--- src/rtl/pipe_stage_reg_if.sv ---
// Handshake bundle for one pipeline stage: upstream beat in, downstream beat out,
// plus the hazard-unit stall/flush controls and an occupancy readout.
interface pipe_stage_reg_if #(
    parameter int CTRL_W = 8,
    parameter int DATA_W = 32
);
    logic              in_valid;
    logic              in_ready;
    logic [CTRL_W-1:0] in_ctrl;
    logic [DATA_W-1:0] in_data;
    logic              stall;
    logic              flush;
    logic              out_valid;
    logic              out_ready;
    logic [CTRL_W-1:0] out_ctrl;
    logic [DATA_W-1:0] out_data;
    logic [1:0]        occupancy;

    // Upstream/hazard side: drives the beat and the stage controls.
    modport master (
        output in_valid, in_ctrl, in_data, stall, flush, out_ready,
        input  in_ready, out_valid, out_ctrl, out_data, occupancy
    );

    // The stage register itself.
    modport slave (
        input  in_valid, in_ctrl, in_data, stall, flush, out_ready,
        output in_ready, out_valid, out_ctrl, out_data, occupancy
    );
endinterface

--- src/rtl/pipe_stage_reg.sv ---
// Parametrised pipeline stage register with valid/ready handshake, stall, flush and an
// optional skid entry so that in_ready comes straight from a flop.
module pipe_stage_reg #(
    parameter int CTRL_W = 8,
    parameter int DATA_W = 32,
    parameter bit SKID   = 1'b1
) (
    input logic             clk,
    input logic             rst_n,
    pipe_stage_reg_if.slave bus
);

    // Handshake: a beat moves on an edge where valid & ready are both high; valid
    // and its payload must hold until that edge, ready may change freely.
    // acc is the upstream transfer, deq the downstream one (stall masks it).
    logic              acc;
    logic              deq;
    logic              in_ready;

    logic              m_valid_q, m_valid_d;
    logic [CTRL_W-1:0] m_ctrl_q,  m_ctrl_d;
    logic [DATA_W-1:0] m_data_q,  m_data_d;
    logic              s_valid_q, s_valid_d;
    logic [CTRL_W-1:0] s_ctrl_q,  s_ctrl_d;
    logic [DATA_W-1:0] s_data_q,  s_data_d;

    assign deq      = m_valid_q & bus.out_ready & ~bus.stall;
    // With a skid entry, readiness depends only on the skid flop, never on out_ready.
    assign in_ready = SKID ? ~s_valid_q : (~m_valid_q | deq);
    assign acc      = bus.in_valid & in_ready;

    always_comb begin
        m_valid_d = m_valid_q;
        m_ctrl_d  = m_ctrl_q;
        m_data_d  = m_data_q;
        s_valid_d = s_valid_q;
        s_ctrl_d  = s_ctrl_q;
        s_data_d  = s_data_q;

        if (bus.flush) begin
            // Payloads are kept; only validity and control are killed.
            m_valid_d = 1'b0;
            m_ctrl_d  = '0;
            s_valid_d = 1'b0;
            s_ctrl_d  = '0;
        end else if (deq && s_valid_q) begin
            m_valid_d = 1'b1;
            m_ctrl_d  = s_ctrl_q;
            m_data_d  = s_data_q;
            s_valid_d = 1'b0;
            s_ctrl_d  = '0;
        end else if (deq || !m_valid_q) begin
            if (acc) begin
                m_valid_d = 1'b1;
                m_ctrl_d  = bus.in_ctrl;
                m_data_d  = bus.in_data;
            end else begin
                m_valid_d = 1'b0;
                m_ctrl_d  = '0;
            end
        end else if (acc && SKID) begin
            s_valid_d = 1'b1;
            s_ctrl_d  = bus.in_ctrl;
            s_data_d  = bus.in_data;
        end
    end

    always_ff @(posedge clk or negedge rst_n) begin
        if (!rst_n) begin
            m_valid_q <= 1'b0;
            m_ctrl_q  <= '0;
            m_data_q  <= '0;
            s_valid_q <= 1'b0;
            s_ctrl_q  <= '0;
            s_data_q  <= '0;
        end else begin
            m_valid_q <= m_valid_d;
            m_ctrl_q  <= m_ctrl_d;
            m_data_q  <= m_data_d;
            s_valid_q <= s_valid_d;
            s_ctrl_q  <= s_ctrl_d;
            s_data_q  <= s_data_d;
        end
    end

    assign bus.in_ready  = in_ready;
    assign bus.out_valid = m_valid_q;
    assign bus.out_ctrl  = m_ctrl_q;
    assign bus.out_data  = m_data_q;
    assign bus.occupancy = {1'b0, m_valid_q} + {1'b0, s_valid_q};

endmodule

--- src/flat_wrapper.sv ---
// flat-port wrapper written by rule: the top's interface ports become plain ports
module pipe_stage_reg_flat 
#(
    parameter int CTRL_W = 8,
    parameter int DATA_W = 32,
    parameter bit SKID   = 1'b1
)
  (clk, rst_n, bus_in_valid, bus_in_ctrl, bus_in_data, bus_stall, bus_flush, bus_out_ready, bus_in_ready, bus_out_valid, bus_out_ctrl, bus_out_data, bus_occupancy);
  pipe_stage_reg_if #(.CTRL_W(CTRL_W), .DATA_W(DATA_W)) bus_i ();
  input logic clk;
  input logic rst_n;
  input wire logic [$bits(bus_i.in_valid)-1:0] bus_in_valid;
  input wire logic [$bits(bus_i.in_ctrl)-1:0] bus_in_ctrl;
  input wire logic [$bits(bus_i.in_data)-1:0] bus_in_data;
  input wire logic [$bits(bus_i.stall)-1:0] bus_stall;
  input wire logic [$bits(bus_i.flush)-1:0] bus_flush;
  input wire logic [$bits(bus_i.out_ready)-1:0] bus_out_ready;
  output wire logic [$bits(bus_i.in_ready)-1:0] bus_in_ready;
  output wire logic [$bits(bus_i.out_valid)-1:0] bus_out_valid;
  output wire logic [$bits(bus_i.out_ctrl)-1:0] bus_out_ctrl;
  output wire logic [$bits(bus_i.out_data)-1:0] bus_out_data;
  output wire logic [$bits(bus_i.occupancy)-1:0] bus_occupancy;
  assign bus_i.in_valid = bus_in_valid;
  assign bus_i.in_ctrl = bus_in_ctrl;
  assign bus_i.in_data = bus_in_data;
  assign bus_i.stall = bus_stall;
  assign bus_i.flush = bus_flush;
  assign bus_i.out_ready = bus_out_ready;
  assign bus_in_ready = bus_i.in_ready;
  assign bus_out_valid = bus_i.out_valid;
  assign bus_out_ctrl = bus_i.out_ctrl;
  assign bus_out_data = bus_i.out_data;
  assign bus_occupancy = bus_i.occupancy;
  pipe_stage_reg #(.CTRL_W(CTRL_W), .DATA_W(DATA_W), .SKID(SKID)) u_core (.clk(clk), .rst_n(rst_n), .bus(bus_i));
endmodule
--- config.mk ---
export PLATFORM = sky130hd
export DESIGN_NAME = pipe_stage_reg_flat
export DESIGN_NICKNAME = d
export VERILOG_FILES = /design/src/rtl/pipe_stage_reg_if.sv /design/src/rtl/pipe_stage_reg.sv /design/src/flat_wrapper.sv
export SDC_FILE = /design/constraint.sdc
export NUM_CORES = 1
export LEC_CHECK = 0
export ABC_CLOCK_PERIOD_IN_PS = 2300
export CORE_ASPECT_RATIO = 2
export CORE_MARGIN = 3
export CORE_UTILIZATION = 49
export DETAILED_ROUTE_END_ITERATION = 7
export GPL_ROUTABILITY_DRIVEN = 0
export HOLD_SLACK_MARGIN = 0.08
export PLACE_DENSITY = 0.8
export SETUP_SLACK_MARGIN = 0.3
export SLEW_MARGIN = 10
export SYNTH_ARGS = -nofsm -noshare
export SYNTH_HDL_FRONTEND = slang
export SYNTH_SLANG_ARGS = --single-unit
--- constraint.sdc ---
create_clock -name clk -period 2.3 [get_ports clk]
set_input_delay 0.69 -clock clk [delete_from_list [all_inputs] [get_ports clk]]
set_output_delay 0.69 -clock clk [all_outputs]
set_load 0.01 [all_outputs]
met1.png
Scale bar: 20 µm.
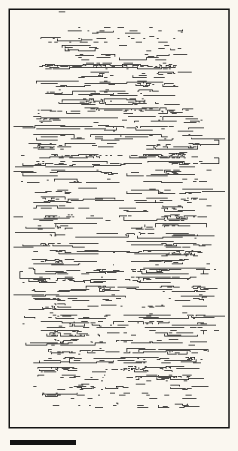
- main direction: horizontal
- wire length on this layer: 3,390 µm
- share of all routed wire: 37%

met2.png
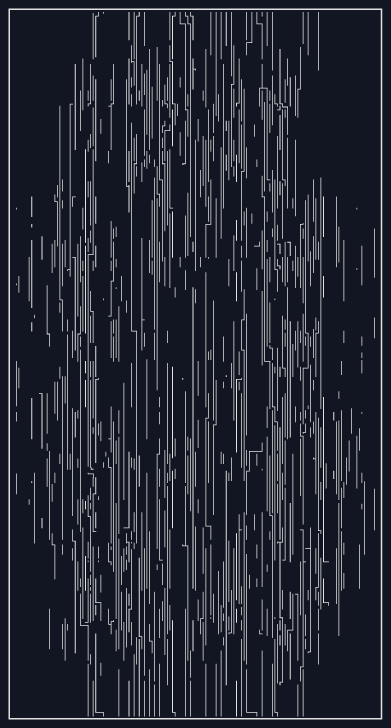
- nets with wire on the layer: 417
- longest straight run: 54.1 µm
- share of all routed wire: 56%

met3.png
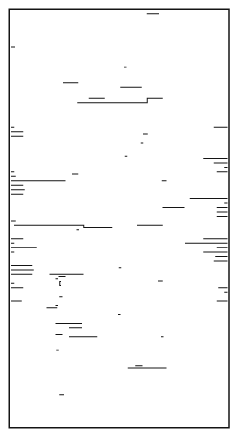
- longest straight run: 21.2 µm
- main direction: horizontal
- wire length on this layer: 311 µm

met4.png
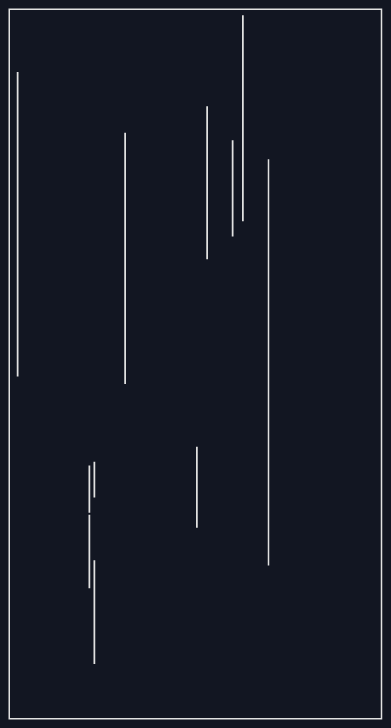
- nets with wire on the layer: 10
- wire length on this layer: 313 µm

final_congestion.png
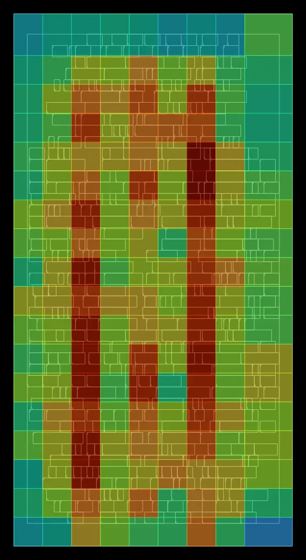
share of the core filled with cells: 72.3%
Routed WL per cell: 17.8 µm
met2 capacity usage during global routing: 36.8%
met3 Use GR: 2.99%

==> run notes <==
Physical design

The actual slew at the worst max-slew pin stands at 358 ps. The relative slew slack stands at 76.0%. The final critical delay including setup and external delays stands at 1970 ps.

The number of routed nets with antenna violations stands at 0. As reported, the later end of the worst-skew pair has a clock insertion delay of 340 ps. The area recorded from the Yosys report for this design is 3600 µm². Setup repair after global routing could not meet its margin everywhere. Detailed placement finished with a half-perimeter wire length of 5810 µm.

For the combinational group, total power comes out at 1.18 mW. Per the detail_route report, vias per standard cell equal 5.44. The routed design uses 5080 µm of met2 wire.

The die is 66.6 µm wide. Clock tree synthesis selected as its root buffer the cell clkbuf_16. Of the total synthesized cell area, the portion taken by AND-OR and OR-AND cells is 11.4%. The count of buffers from port buffering stands at 89. For this design, Yosys synthesis ends with a cell count of 313. Yosys mapped a number of flops with a built-in enable equal to 0. The first-pass iteration count of the detailed router stands at 7. The sequential cells in the finished layout cover a total of 2050 µm².

The number of global-route vias before repair stands at 2,896. 208 cells are multi-input combinational gates. The routed via count stands at 2,772. Tap insertion was completed with 90 tapcells.

The worst setup path is launched from a primary input. Pins over their slew limit in the final report were tallied at 0. The critical path arrival stands at 2180 ps.

The TritonCTS sink count stands at 82. The layout filler cell count stands at 510. The area fraction in and, or, nand and nor cells after synthesis stands at 12.7%. The layout net count stands at 462. For this run, the top clock speed supported by timing is 0.508 GHz. Clock tree synthesis inserted a total of 9 buffers. The sum of overflow across all layers after global routing stands at 0. According to the cell report, flip-flops and latches in the layout number 82. In this run, the synthesized area fraction spent on adder and majority cells is recorded as 0.347%. The sequential area share after synthesis stands at 57.0%.

The number of buffers and inverters on the critical path stands at 3. By instance count after routing, the leading logic cell type is dfrtp_1. The register share of total power stands at 44.1%. The final-layout worst hold slack stands at 247 ps. The run finished with clean final reports.
==> worst paths after layout <==
kind | slack [ps] | depth (start not counted) | endpoint
setup reg to reg | 610 | 6 | u_core.bus.out_data[9]
max in group asynchronous | 1440 | 2 | u_core.bus.out_data[8]
min in group clk | 490 | 2 | u_core.bus.out_ctrl[4]
hold / removal | 250 | 1 | u_core.bus.out_data[20]
hold reg to reg | 490 | 2 | u_core.bus.out_ctrl[4]
setup / recovery | 330 | 6 | u_core.bus.out_data[9]
==> flip-flops by register name (all words and copies together) (netlist names) <==
register              count
u_core.bus.out_data      32
u_core.bus.out_ctrl       8
u_core.s_ctrl_q           8
u_core.bus.out_valid      1
u_core.s_valid_q          1
u_core.s_data_q          32
Power and IR drop assume default switching activity.
